--- src/rtl/pc_gen_pkg.sv ---
// Shared types and defaults for the fetch-PC generator and its redirect arbiter.
package pc_gen_pkg;

    localparam int unsigned PC_ADDR_W  = 32;
    localparam int unsigned PC_FETCH_W = 4;
    localparam logic [31:0] PC_ENTRY   = 32'h1c00_0000;

    typedef enum logic [1:0] {
        PcInit,
        PcRun,
        PcFlush
    } pc_state_e;

    // Width of a channel index; never zero so a single channel still gets a bit.
    function automatic int unsigned idx_width(input int unsigned n);
        return (n > 1) ? $clog2(n) : 1;
    endfunction

endpackage

--- src/rtl/pc_redir_arb.sv ---
// Priority encoder over the redirect channels plus a one-entry pending slot that
// keeps the best redirect seen while fetch cannot take it.
module pc_redir_arb
    import pc_gen_pkg::*;
#(
    parameter int unsigned ADDR_W  = PC_ADDR_W,
    parameter int unsigned REDIR_N = 3
) (
    input  logic                      clk_i,
    input  logic                      rst_ni,
    input  logic                      clear_i,
    input  logic                      consume_i,
    input  logic [REDIR_N-1:0]        redir_valid_i,
    input  logic [REDIR_N*ADDR_W-1:0] redir_pc_i,
    input  logic [REDIR_N*ADDR_W-1:0] redir_old_pc_i,
    input  logic [REDIR_N-1:0]        redir_flush_all_i,
    output logic                      sel_valid_o,
    output logic [ADDR_W-1:0]         sel_pc_o,
    output logic [ADDR_W-1:0]         sel_old_pc_o,
    output logic                      sel_flush_all_o
);

    localparam int unsigned IDX_W = idx_width(REDIR_N);

    logic              fresh_valid;
    logic [IDX_W-1:0]  fresh_idx;
    logic [ADDR_W-1:0] fresh_pc;
    logic [ADDR_W-1:0] fresh_old_pc;
    logic              fresh_flush_all;
    logic              fresh_wins;

    logic              pend_valid_q, pend_valid_d;
    logic [IDX_W-1:0]  pend_idx_q, pend_idx_d;
    logic [ADDR_W-1:0] pend_pc_q, pend_pc_d;
    logic [ADDR_W-1:0] pend_old_pc_q, pend_old_pc_d;
    logic              pend_flush_all_q, pend_flush_all_d;

    // Scan from the top so the lowest asserted index is the last one written.
    always_comb begin
        fresh_valid     = 1'b0;
        fresh_idx       = '0;
        fresh_pc        = '0;
        fresh_old_pc    = '0;
        fresh_flush_all = 1'b0;
        for (int i = int'(REDIR_N) - 1; i >= 0; i--) begin
            if (redir_valid_i[i]) begin
                fresh_valid     = 1'b1;
                fresh_idx       = IDX_W'(i);
                fresh_pc        = redir_pc_i[i*ADDR_W +: ADDR_W];
                fresh_old_pc    = redir_old_pc_i[i*ADDR_W +: ADDR_W];
                fresh_flush_all = redir_flush_all_i[i];
            end
        end
    end

    assign fresh_wins = fresh_valid && (!pend_valid_q || (fresh_idx <= pend_idx_q));

    always_comb begin
        sel_valid_o     = fresh_valid || pend_valid_q;
        sel_pc_o        = pend_pc_q;
        sel_old_pc_o    = pend_old_pc_q;
        sel_flush_all_o = pend_flush_all_q;
        if (fresh_wins) begin
            sel_pc_o        = fresh_pc;
            sel_old_pc_o    = fresh_old_pc;
            sel_flush_all_o = fresh_flush_all;
        end
    end

    // Anything not consumed this cycle competes for the slot; losers are dropped.
    always_comb begin
        pend_valid_d     = pend_valid_q;
        pend_idx_d       = pend_idx_q;
        pend_pc_d        = pend_pc_q;
        pend_old_pc_d    = pend_old_pc_q;
        pend_flush_all_d = pend_flush_all_q;
        if (clear_i || consume_i) begin
            pend_valid_d = 1'b0;
        end else if (fresh_wins) begin
            pend_valid_d     = 1'b1;
            pend_idx_d       = fresh_idx;
            pend_pc_d        = fresh_pc;
            pend_old_pc_d    = fresh_old_pc;
            pend_flush_all_d = fresh_flush_all;
        end
    end

    always_ff @(posedge clk_i or negedge rst_ni) begin
        if (!rst_ni) begin
            pend_valid_q     <= 1'b0;
            pend_idx_q       <= '0;
            pend_pc_q        <= '0;
            pend_old_pc_q    <= '0;
            pend_flush_all_q <= 1'b0;
        end else begin
            pend_valid_q     <= pend_valid_d;
            pend_idx_q       <= pend_idx_d;
            pend_pc_q        <= pend_pc_d;
            pend_old_pc_q    <= pend_old_pc_d;
            pend_flush_all_q <= pend_flush_all_d;
        end
    end

endmodule

--- src/rtl/pc_gen.sv ---
// Fetch-PC generator: aligned sequential fetch groups, prioritised redirects with
// a one-cycle icache flush, and a global restart to ENTRY.
module pc_gen
    import pc_gen_pkg::*;
#(
    parameter int unsigned       ADDR_W     = PC_ADDR_W,
    parameter int unsigned       FETCH_W    = PC_FETCH_W,
    parameter int unsigned       INST_BYTES = 4,
    parameter int unsigned       REDIR_N    = 3,
    parameter logic [ADDR_W-1:0] ENTRY      = ADDR_W'(PC_ENTRY)
) (
    input  logic                      Clk,
    input  logic                      Rest,
    input  logic                      PcFlash,
    input  logic                      PcStop,
    input  logic [REDIR_N-1:0]        RedirValid,
    input  logic [REDIR_N*ADDR_W-1:0] RedirPc,
    input  logic [REDIR_N*ADDR_W-1:0] RedirOldPc,
    input  logic [REDIR_N-1:0]        RedirFlushAll,
    output logic                      FetchValid,
    input  logic                      FetchReady,
    output logic [ADDR_W-1:0]         FetchPc,
    output logic [FETCH_W-1:0]        FetchMask,
    output logic                      IcacheFlash,
    output logic                      IcacheFlashAll,
    output logic [ADDR_W-1:0]         IcacheFlashEnty
);

    localparam int unsigned       GRP_B    = FETCH_W * INST_BYTES;
    localparam int unsigned       IB_W     = $clog2(INST_BYTES);
    localparam logic [ADDR_W-1:0] OFF_MASK = ADDR_W'(GRP_B - 1);

    pc_state_e          state_q, state_d;
    logic [ADDR_W-1:0]  pc_q, pc_d;
    logic [FETCH_W-1:0] mask_q, mask_d;
    logic               flash_q, flash_d;
    logic               flash_all_q, flash_all_d;
    logic [ADDR_W-1:0]  enty_q, enty_d;

    logic               consume;
    logic               fetch_fire;
    logic [ADDR_W-1:0]  grp_next;
    logic               sel_valid;
    logic [ADDR_W-1:0]  sel_pc;
    logic [ADDR_W-1:0]  sel_old_pc;
    logic               sel_flush_all;

    // Slots before the PC's position within its group are not part of this fetch.
    function automatic logic [FETCH_W-1:0] mask_of(input logic [ADDR_W-1:0] pc);
        logic [ADDR_W-1:0]  slot;
        logic [FETCH_W-1:0] m;
        m    = '0;
        slot = (pc & OFF_MASK) >> IB_W;
        for (int i = 0; i < int'(FETCH_W); i++) begin
            m[i] = (ADDR_W'(i) >= slot);
        end
        return m;
    endfunction

    pc_redir_arb #(
        .ADDR_W  (ADDR_W),
        .REDIR_N (REDIR_N)
    ) u_redir_arb (
        .clk_i             (Clk),
        .rst_ni            (Rest),
        .clear_i           (PcFlash),
        .consume_i         (consume),
        .redir_valid_i     (RedirValid),
        .redir_pc_i        (RedirPc),
        .redir_old_pc_i    (RedirOldPc),
        .redir_flush_all_i (RedirFlushAll),
        .sel_valid_o       (sel_valid),
        .sel_pc_o          (sel_pc),
        .sel_old_pc_o      (sel_old_pc),
        .sel_flush_all_o   (sel_flush_all)
    );

    assign FetchValid = (state_q == PcRun) && !PcStop;
    assign fetch_fire = FetchValid && FetchReady;
    assign grp_next   = (pc_q & ~OFF_MASK) + ADDR_W'(GRP_B);

    always_comb begin
        state_d     = state_q;
        pc_d        = pc_q;
        flash_d     = 1'b0;
        flash_all_d = 1'b0;
        enty_d      = '0;
        consume     = 1'b0;
        if (PcFlash) begin
            state_d     = PcInit;
            pc_d        = ENTRY;
            flash_all_d = 1'b1;
        end else begin
            unique case (state_q)
                PcInit: state_d = PcRun;
                PcRun, PcFlush: begin
                    state_d = PcRun;
                    // A redirect overrides the sequential step even if the group was accepted.
                    if (!PcStop && sel_valid) begin
                        state_d     = PcFlush;
                        pc_d        = sel_pc;
                        consume     = 1'b1;
                        flash_all_d = sel_flush_all;
                        flash_d     = !sel_flush_all;
                        enty_d      = sel_flush_all ? '0 : sel_old_pc;
                    end else if (fetch_fire) begin
                        pc_d = grp_next;
                    end
                end
                default: state_d = PcInit;
            endcase
        end
    end

    always_comb begin
        mask_d = mask_of(pc_d);
    end

    always_ff @(posedge Clk or negedge Rest) begin
        if (!Rest) begin
            state_q     <= PcInit;
            pc_q        <= ENTRY;
            mask_q      <= mask_of(ENTRY);
            flash_q     <= 1'b0;
            flash_all_q <= 1'b1;
            enty_q      <= '0;
        end else begin
            state_q     <= state_d;
            pc_q        <= pc_d;
            mask_q      <= mask_d;
            flash_q     <= flash_d;
            flash_all_q <= flash_all_d;
            enty_q      <= enty_d;
        end
    end

    assign FetchPc         = pc_q;
    assign FetchMask       = mask_q;
    assign IcacheFlash     = flash_q;
    assign IcacheFlashAll  = flash_all_q;
    assign IcacheFlashEnty = enty_q;

endmodule

--- config.mk ---
export PLATFORM = sky130hd
export DESIGN_NAME = pc_gen
export DESIGN_NICKNAME = d
export VERILOG_FILES = /design/src/rtl/pc_gen_pkg.sv /design/src/rtl/pc_redir_arb.sv /design/src/rtl/pc_gen.sv
export SDC_FILE = /design/constraint.sdc
export NUM_CORES = 1
export LEC_CHECK = 0
export CORE_AREA = 5 5 155 120
export DETAILED_ROUTE_END_ITERATION = 10
export DIE_AREA = 0 0 160 125
export PLACE_DENSITY = 0.81
export SLEW_MARGIN = 20
export SYNTH_ARGS = -nofsm -noshare
export SYNTH_HDL_FRONTEND = slang
export SYNTH_SLANG_ARGS = --single-unit
--- constraint.sdc ---
create_clock -name Clk -period 2.7 [get_ports Clk]
set_input_delay 0.405 -clock Clk [delete_from_list [all_inputs] [get_ports Clk]]
set_output_delay 0.405 -clock Clk [all_outputs]
set_load 0.02 [all_outputs]
**Run 1: signal metal coverage by tile**

The bar under the picture is 50 µm long. The die is cut into 32 by 25 equal tiles; white is low, dark blue is high, scaled to the fullest tile. Values are wire area over tile area, all layers added.
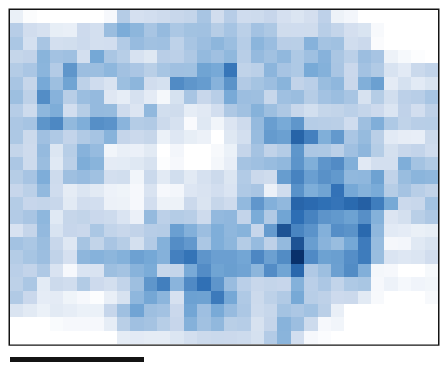
fullest tile: 0.67
nearly empty tiles: 8.5%
tiles over half the peak: 14%
mean over tiles: 0.20
Via Count: 7339
GRT Overall Usage: 0.238
WL/cell: 18.5 µm
Routed Wire Length: 24.2 mm

**Run 1: the clock network**

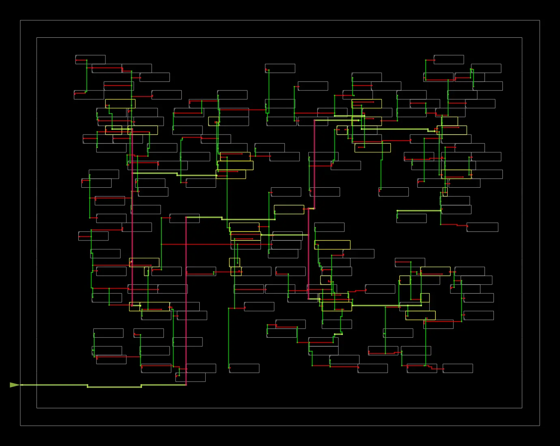
total CTS buffers: 17
clock latency on the worst-skew pair: 420 ps
registers: 139
Clk power: 0.00245 W
clock buffer count in the final layout: 21

**Run 1: clock wires, drivers and flops**

The bar under the picture is 50 µm long.
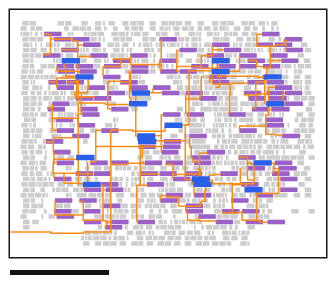
[blue] clock-net drivers | count: 17
[purple] flip-flops | count: 139
[orange] clock wires | length: 1830 µm
routed clock nets: 18

**Run 1: close-up of the layout**

Window x 60 to 100, y 42 to 82 µm. Cells in grey, sequential cells in the stronger grey; small squares are vias.
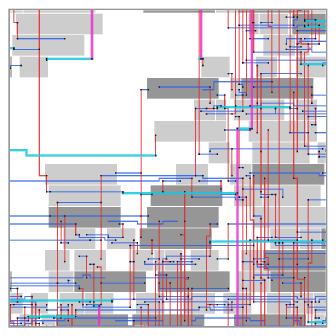
| colour | layer |
|---|---|
| blue | M1 |
| red | M2 |
| cyan | M3 |
| magenta | M4 |
netlist names of flops here include: u_redir_arb.pend_pc_q (8), FetchPc (6)
sequential cells in the window: 14
cells with their middle in the window: 69
most frequent: dfrtp_1 (13), mux2i_1 (7), mux2_2 (6)

==> notes.md, run 1 <==
run metrics: status=finished, final reports clean, io pins=274, CTS tree=yes, area grow syn2layout=49.0%, Ant. Diodes=0, Die Wd=160 µm, RSZ-0062 raised after global routing=no, Reg2Reg Depth=7, Worst Path Required=2990 ps, fin crit share=0.877, most numerous logic cell after layout=clkdlybuf4s50_1, actual slew at the worst max-slew pin=731 ps, Critical R2R Capture=FetchMask[0]$_DFF_PN1_, Worst path depth=9, Highest Clock Rate=422 MHz, worst rel slew slack=0.513, most frequent cells in the layout=clkdlybuf4s50_1 (269), nand2_1 (150), dfrtp_1 (132), fill count=1341, final worst setup slack=333 ps, WL met3=2.12 mm, Max Slew Vio Count=0, Hold Slack=338 ps, MaxCap Viol Count=0, final hold viol count=0, Setup crit start=RedirValid[2], R2R Setup Slk=390 ps, minimum clock period=2370 ps, ys async rst share=1.00, synthesized cell area=0.00764 mm², Mux area share=0.128, synth cell count leaders=nand2_1 (150), dfrtp_1 (132), o21ai_0 (94), Max stage delay cell, worst path=clkdlybuf4s50_1, Ys Warns=0, clk_skew=7.20 ps, FP Core Util=0.448, Syn Inst Count=810, Place WS=-28.1 ps, Avg Inst Size Synth=9.44 µm², crit path max fanout=26, Resize count post-CTS=0, Top Usage Layer GRT=met2, Post-Synth Adder-Cell Area=0.00982, Buf+Inv Stages, Crit Path=2, Top cells by area=dfrtp_1 (43%), mux2_2 (8.7%), nand2_1 (7.4%), Die Ht=125 µm, grt ovf=0, Yosys Chip Area=0.00764 mm², Final #Nets=1285
## run 1: report_power, final
part | switching [W] | total [W] | internal, W | leakage (nW)
logic | 0.000842 | 0.00181 | 0.000972 | 2.73
clock network | 0.000934 | 0.00245 | 0.00152 | 0.299
registers | 0.000268 | 0.00274 | 0.00247 | 1.79
## run 1: layout make-up
cell class	instances	area, µm²	share of cell area
tap	220	275	0.0242
clock buffer	21	460	0.0404
inverter	13	48.8	0.00429
multi-input combinational	595	3860	0.339
timing repair buffer	310	3090	0.272
clock inverter	11	159	0.0140
sequential	139	3490	0.306
## run 1: what timing repair did
item | in CTS | in global routing
endpoints found under the hold margin | 43 | 0
hold buffers | 1 | 0
buffers inserted | 0 | 0
## Run 2: what changed since run 1
Settings changed: ABC_AREA from default to 1, CORE_AREA 5 5 155 120 to 5 5 159 123, DIE_AREA 0 0 160 125 to 0 0 164 128, PLACE_DENSITY 0.81 to 0.8.
**Run 2: signal metal coverage by tile**

The bar under the picture is 50 µm long. The die is cut into 33 by 26 equal tiles; white is low, dark blue is high, scaled to the fullest tile. Values are wire area over tile area, all layers added.
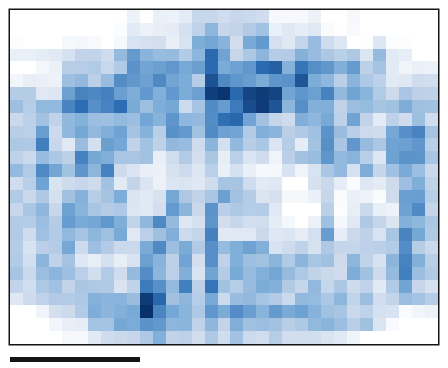
tiles over half the peak: 18%
densest ninth of the die: north
mean over tiles: 0.21
fullest tile: 0.65
nearly empty tiles: 8.7%
WL/cell: 16.1 µm
Routed Wire Length: 26.6 mm
GRT Overall Usage: 0.257
Via Count: 8717

==> notes.md, run 2 <==
run metrics: Die Wd=164 µm (+2.5%), Post-Synth Adder-Cell Area=0.00935 (-0.000467), FP Core Util=0.447 (-0.000951), Reg2Reg Depth=10 (+3), Max Slew Vio Count=0 (unchanged), synth cell count leaders=nand2_1 (415), nand3_1 (162), dfrtp_1 (132), Highest Clock Rate=453 MHz (+7.2%), WL met3=2.10 mm (-1.3%), P_sw=0.00220 W (+7.7%), Comb pwr share=0.273 (+0.014), Die Ht=128 µm (+2.4%), actual slew at the worst max-slew pin=791 ps (+59.9 ps), Ant. Diodes=0 (unchanged), Worst path depth=10 (+1), minimum clock period=2210 ps (-159 ps), total CTS buffers=17 (unchanged), synthesized cell area=0.00803 mm² (+5.0%), Place WS=76.3 ps (+104 ps), Mux area share=0 (-0.128), Hold Slack=368 ps (+30.0 ps), MaxCap Viol Count=0 (unchanged), status=finished, final reports clean, power share of the clock group=0.344 (-0.006), ys async rst share=1.00 (unchanged), Avg Inst Size Synth=6.97 µm² (-26%), area grow syn2layout=44.8%, Buf+Inv Stages, Crit Path=4 (+2), Sequential Power Share=0.383 (-0.008), Top Usage Layer GRT=met2, Setup crit start=RedirValid[2], Post-CTS Repair Setup Buffers=0 (unchanged), Ys Warns=0 (unchanged)
[run 2: cell type report]
| type | count | area, µm² |
|---|---|---|
| fill | 1591 | 6350 |
| multi-input combinational | 863 | 3910 |
| sequential | 139 | 3490 |
| timing repair buffer | 300 | 3030 |
| clock buffer | 21 | 470 |
| tap | 247 | 309 |
| inverter | 77 | 289 |
| clock inverter | 11 | 133 |
[run 2: repair_timing]
item / 4_1_cts / 5_1_grt
hold buffers: 1 / 0
hold endpoints to repair: 50 / 0
resized: 0 / 0
[run 2: logic make-up (layout without fill, tap and decap cells)]
group | Yosys count | after routing
AOI/OAI and AO/OA | 145 | 145
xor gates and xnor gates | 2 | 2
adders and majority gates | 6 | 6
buffers and inverters | 149 | 409
DFF | 139 | 139
other | 1 | 1
and+or+nand+nor | 709 | 709
Power is estimated from default activity; no workload was simulated.
